`src/rtl/display_scan.sv`:
```
// display_scan: four-digit multiplexed BCD display scanner.
// Values commit only on frame boundaries so a digit never tears mid-frame.
module display_scan #(
  parameter int PRESCALE = 50000,
  parameter int DEAD     = 2
) (
  input  logic        clk,
  input  logic        rst,
  input  logic [15:0] value_in,
  input  logic        load,
  input  logic        blank_lz,
  output logic [3:0]  digit_code,
  output logic [3:0]  nanode,
  output logic        upd_done
);

  localparam int CW = $clog2(PRESCALE);

  logic [CW-1:0] cnt_q, cnt_d;
  logic [1:0]    idx_q, idx_d;
  logic [15:0]   value_q, value_d;
  logic [15:0]   pend_q, pend_d;
  logic          pending_q, pending_d;
  logic [3:0]    nanode_q, nanode_d;
  logic [3:0]    digit_q, digit_d;
  logic          upd_q, upd_d;

  logic          wrap;
  logic          boundary;
  logic [3:0]    nib;
  logic          lz;

  // Scan timing, pending/commit bookkeeping and registered outputs.
  always_comb begin
    wrap      = (cnt_q == CW'(PRESCALE - 1));
    boundary  = wrap && (idx_q == 2'd3);
    cnt_d     = cnt_q;
    idx_d     = idx_q;
    value_d   = value_q;
    pend_d    = pend_q;
    pending_d = pending_q;
    nanode_d  = 4'hF;
    digit_d   = 4'h0;
    upd_d     = 1'b0;
    nib       = 4'h0;
    lz        = 1'b0;

    unique case (idx_q)
      2'd0: nib = value_q[3:0];
      2'd1: nib = value_q[7:4];
      2'd2: nib = value_q[11:8];
      2'd3: nib = value_q[15:12];
      default: nib = 4'h0;
    endcase

    unique case (idx_q)
      2'd0: lz = 1'b0;
      2'd1: lz = (value_q[15:4] == 12'h000);
      2'd2: lz = (value_q[15:8] == 8'h00);
      2'd3: lz = (value_q[15:12] == 4'h0);
      default: lz = 1'b0;
    endcase

    if (rst) begin
      cnt_d     = '0;
      idx_d     = 2'd0;
      value_d   = 16'h0000;
      pend_d    = 16'h0000;
      pending_d = 1'b0;
      nanode_d  = 4'hF;
      digit_d   = 4'h0;
      upd_d     = 1'b0;
    end else begin
      cnt_d = wrap ? '0 : cnt_q + 1'b1;
      idx_d = wrap ? idx_q + 2'd1 : idx_q;

      if (load) begin
        pend_d    = value_in;
        pending_d = 1'b1;
      end

      // A boundary load stays pending; the older data commits now.
      if (boundary && pending_q) begin
        value_d   = pend_q;
        pending_d = load;
        upd_d     = 1'b1;
      end

      if (cnt_q < CW'(DEAD))
        nanode_d = 4'hF;
      else
        nanode_d = ~(4'b0001 << idx_q);

      digit_d = (blank_lz && lz) ? 4'hF : nib;
    end
  end

  // State register; reset is folded into the next-state logic.
  always_ff @(posedge clk) begin
    cnt_q     <= cnt_d;
    idx_q     <= idx_d;
    value_q   <= value_d;
    pend_q    <= pend_d;
    pending_q <= pending_d;
    nanode_q  <= nanode_d;
    digit_q   <= digit_d;
    upd_q     <= upd_d;
  end

  assign digit_code = digit_q;
  assign nanode     = nanode_q;
  assign upd_done   = upd_q;

endmodule

```
`config.mk`:
```
export PLATFORM = sky130hd
export DESIGN_NAME = display_scan
export DESIGN_NICKNAME = d
export VERILOG_FILES = /design/src/rtl/display_scan.sv
export SDC_FILE = /design/constraint.sdc
export NUM_CORES = 1
export LEC_CHECK = 0
export ABC_AREA = 1
export CAP_MARGIN = 40
export CELL_PAD_IN_SITES_DETAIL_PLACEMENT = 1
export CELL_PAD_IN_SITES_GLOBAL_PLACEMENT = 1
export CORE_MARGIN = 5
export CORE_UTILIZATION = 41
export CTS_BUF_LIST = sky130_fd_sc_hd__clkbuf_8
export DETAILED_ROUTE_END_ITERATION = 8
export DONT_BUFFER_PORTS = 1
export HOLD_SLACK_MARGIN = 0.05
export PLACE_DENSITY = 0.79
export SETUP_SLACK_MARGIN = 0.4
export SKIP_LAST_GASP = 1
export SYNTH_ARGS = -nofsm -noshare
export SYNTH_HDL_FRONTEND = slang
export SYNTH_SLANG_ARGS = --single-unit
```
`constraint.sdc`:
```
create_clock -name clk -period 1.76 [get_ports clk]
set_clock_uncertainty 0.15 [all_clocks]
set_input_delay 0.352 -clock clk [delete_from_list [all_inputs] [get_ports clk]]
set_output_delay 0.352 -clock clk [all_outputs]
set_load 0.01 [all_outputs]
```
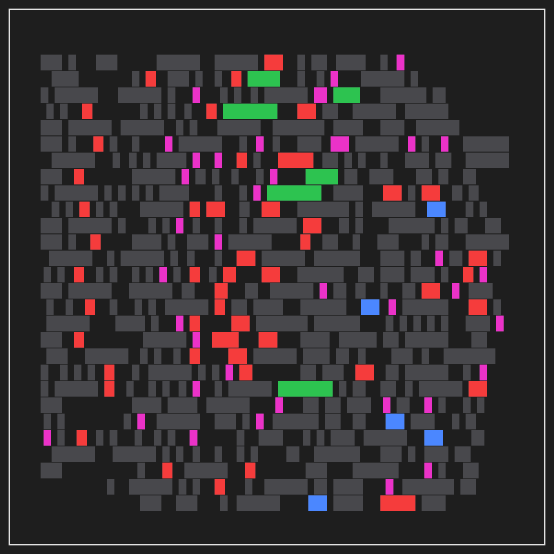
(selected gate families)
Drawn at 6 px/um.
[magenta] inverters | cells: 37 | most used: inv_1
[blue] XOR/XNOR gates | cells: 5 | most used: xor2_1
[red] inverting AOI/OAI gates | cells: 48 | most used: o21ai_0
[green] adder and majority cells | cells: 6 | most used: ha_4

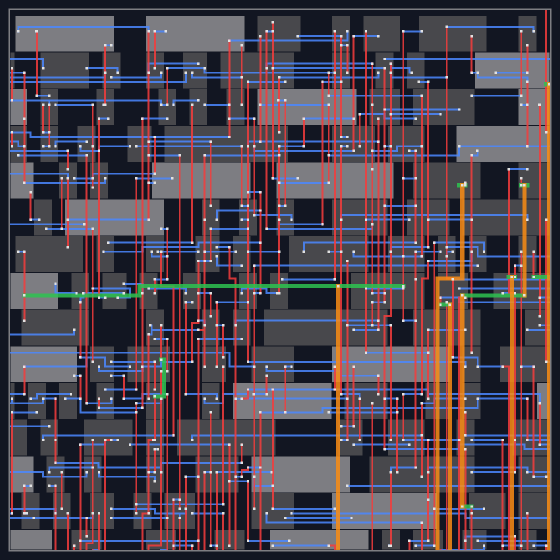
(close-up of the layout)
Window x 24 to 64, y 42 to 82 um. Cells in gray, sequential cells in the stronger gray; small squares are vias.
[orange] met4
[red] met2
[green] met3
[blue] met1
netlist names of flops here include: value_q (5), digit_code (2), idx_q (2)
cells with their middle in the window: 121
most frequent: nand2_1 (24), nor2_1 (16)
sequential cells in the window: 14

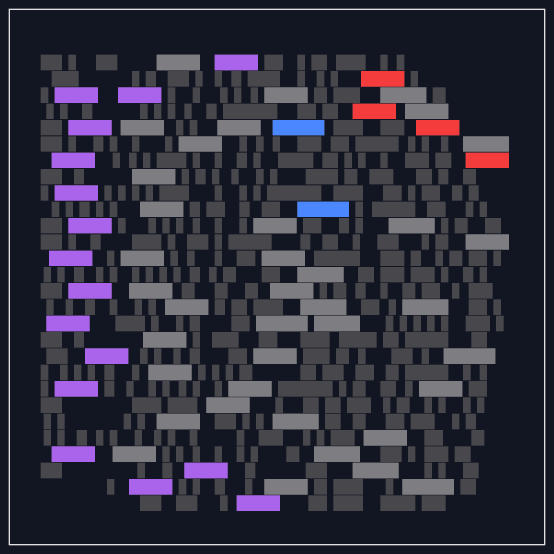
(sequential cells grouped by signal name)
Drawn at 6 px/um. Other sequential cells in the stronger gray, the rest of the logic in the fainter gray.
[red] nanode | sequential cells: 4 | where: north-east
[purple] pend_q | sequential cells: 16
[blue] idx_q | sequential cells: 2
not colored: 38

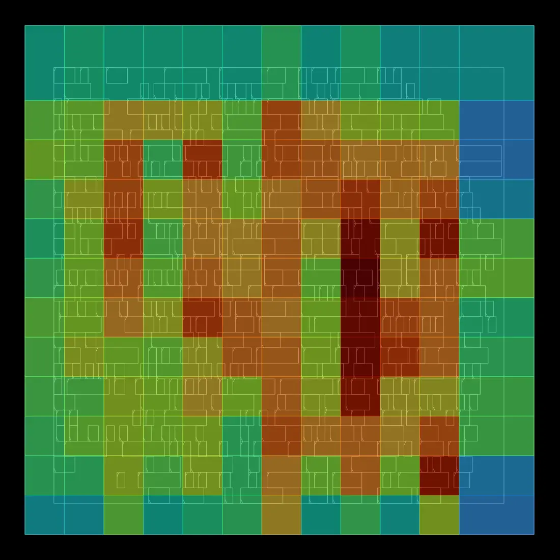
(routing congestion)
Tot GR Track Use: 19.9%
met3 GRT Util: 4.70%
WL per Instance: 16.7 um
Core Util, Final: 59.2%

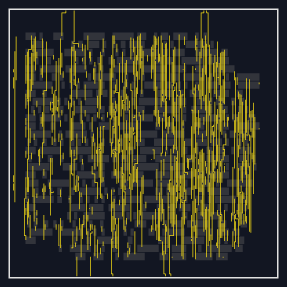
(M2 wires)
Drawn at 3 px/um. Cells faint in the background.
wire length on this layer: 4,240 um
nets with wire on the layer: 358
main direction: vertical
share of all routed wire: 53%

==> reports/summary.txt <==
outcome - completed
Floorplan Utilization - 42.7%
fin crit period - 1600 ps
RD Place Congestion - 0.849
FF-to-FF path depth - 7
Crit Path Max Fanout - 32
CTS Buf Count - 9
Crit path arrival time - 1660 ps
Synth cell types - 27
crit share post-route - 90.8%
port buffer count - 0
Max Fclk - 626 MHz
antenna fix cells - 0
Hold Violations, Final - 0
Tool Warnings - 33
area leader, netlist - dfxtp_1
Synth Area per Inst - 7.20 sq um
RSZ-0062 raised after global routing - true
Setup-failing EPs final - 0
maximum clock insertion buffer count - 2
Hold Path Depth - 2
Cells after Synth - 355
Slowest-stage cell, CP - dfxtp_2
synthesized flop and latch total - 60
most frequent cell after synthesis - nor2_1
setup TNS - 0 ps
vias in the first global route - 2,497
area of the die - 0.00792 sq mm
crit path launch type - flop
Reg-to-Reg End - value_q[6]$_SDFFE_PP0P_
vias - 2,437
Crit path largest cell delay - 350 ps
clock latency on the worst-skew pair - 330 ps
cell count listed in synth_stat.txt - 355
placed insts - 424
Clk pin slew, worst setup/hold paths - 70 ps
worst slew pin tran - 530 ps
Min-Delay Endpoint - pend_q[13]$_SDFFE_PP0P_
Cell area leaders - dfxtp_1 47%, nor2_1 13%, nand2_1 11%, o21ai_0 5.5%, inv_1 5.1%
[state kept, by name (all words and copies together), names as in the netlist]
name        cells
cnt_q          16
upd_done        1
idx_q           2
value_q        16
pending_q       1
nanode          4
digit_code      4
pend_q         16
[cells in the final DEF (no fill, tap or decap), types with 2 or more instances in the layout]
cell	n
nor2_1	79
nand2_1	64
dfxtp_1	45
inv_1	31
o21ai_0	19
buf_4	18
dlygate4sd3_1	17
a21oi_2	14
clkbuf_8	13
dfxtp_2	10
nor2_4	7
nand2_2	6
nor2_2	6
nand3_1	6
buf_6	6
o21ai_1	5
dfxtp_4	5
inv_2	4
xor2_1	4
nand4_1	3
nor3_2	3
o22ai_1	3
o21ai_2	3
ha_4	3
buf_12	3
nand2_4	2
nand3_2	2
nor3_1	2
nand2_8	2
or2_2	2
ha_2	2
[timing repair]
item	CTS	global route
hold endpoints to repair	26	10
hold buffers	17	1
buffers inserted	16	7
pin swaps	9	16
gates resized	52	48
endpoints found under the setup margin	39	58
[per-layer routing]
layer	global-route usage, %	vias to the layer above	share of wire [%]	wire length, um
li1	-	1203	-	-
met1	21.2	1153	39	3100
met2	37.5	51	53	4240
met3	4.70	30	3.6	287
met4	7.85	0	4.7	374
met5	0	-	0	0
[final cells by class]
type / instances / area [sq um]
clock inverters: 2 / 8.76
clock buffers: 13 / 179
multi-input cells: 248 / 1440
flip-flops and latches: 60 / 1230
well taps: 75 / 93.8
inverters: 37 / 146
fillers: 709 / 2450
repair buffers: 45 / 445
[kinds of logic after synthesis]
family,count (synthesis),synth area share [%]
xor gates and xnor gates,5,1.71
AOI/OAI and AO/OA,48,9.59
adders and majority gates,6,2.94
DFF,60,47.0
and+or+nand+nor,189,30.9
buffers and inverters,47,7.93
[worst max-delay path by stage]
| stage | end | slack (ps) | cells after the start |
|---|---|---|---|
| after floorplan | value_q[0]$_SDFFE_PP0P_ | 400 | 7 |
| after global placement | digit_code[0]$_SDFF_PP0_ | 170 | 7 |
| after detailed placement | digit_code[0]$_SDFF_PP0_ | 140 | 7 |
| after CTS | digit_code[0]$_SDFF_PP0_ | 270 | 7 |
| after global routing | value_q[6]$_SDFFE_PP0P_ | 80 | 8 |
| final | value_q[6]$_SDFFE_PP0P_ | 160 | 7 |
[stage by stage]
stage               hold WS, ps  setup WS (ps)  util, %  total power, mW
floorplan                   267            402        -             1.51
CTS                       -84.2            269     55.1             2.73
detailed placement          276            139     44.3             1.53
global route               89.5           75.4     59.2             2.87
global placement            274            172     44.3             1.52
finish                     61.2            162     59.2             2.75
[where the power goes]
| group | internal [mW] | total [mW] | switching, mW |
|---|---|---|---|
| clock | 0.651 | 1.17 | 0.521 |
| sequential | 1.39 | 1.41 | 0.0227 |
| combinational | 0.0824 | 0.172 | 0.0899 |
Power is estimated from default activity; no workload was simulated.
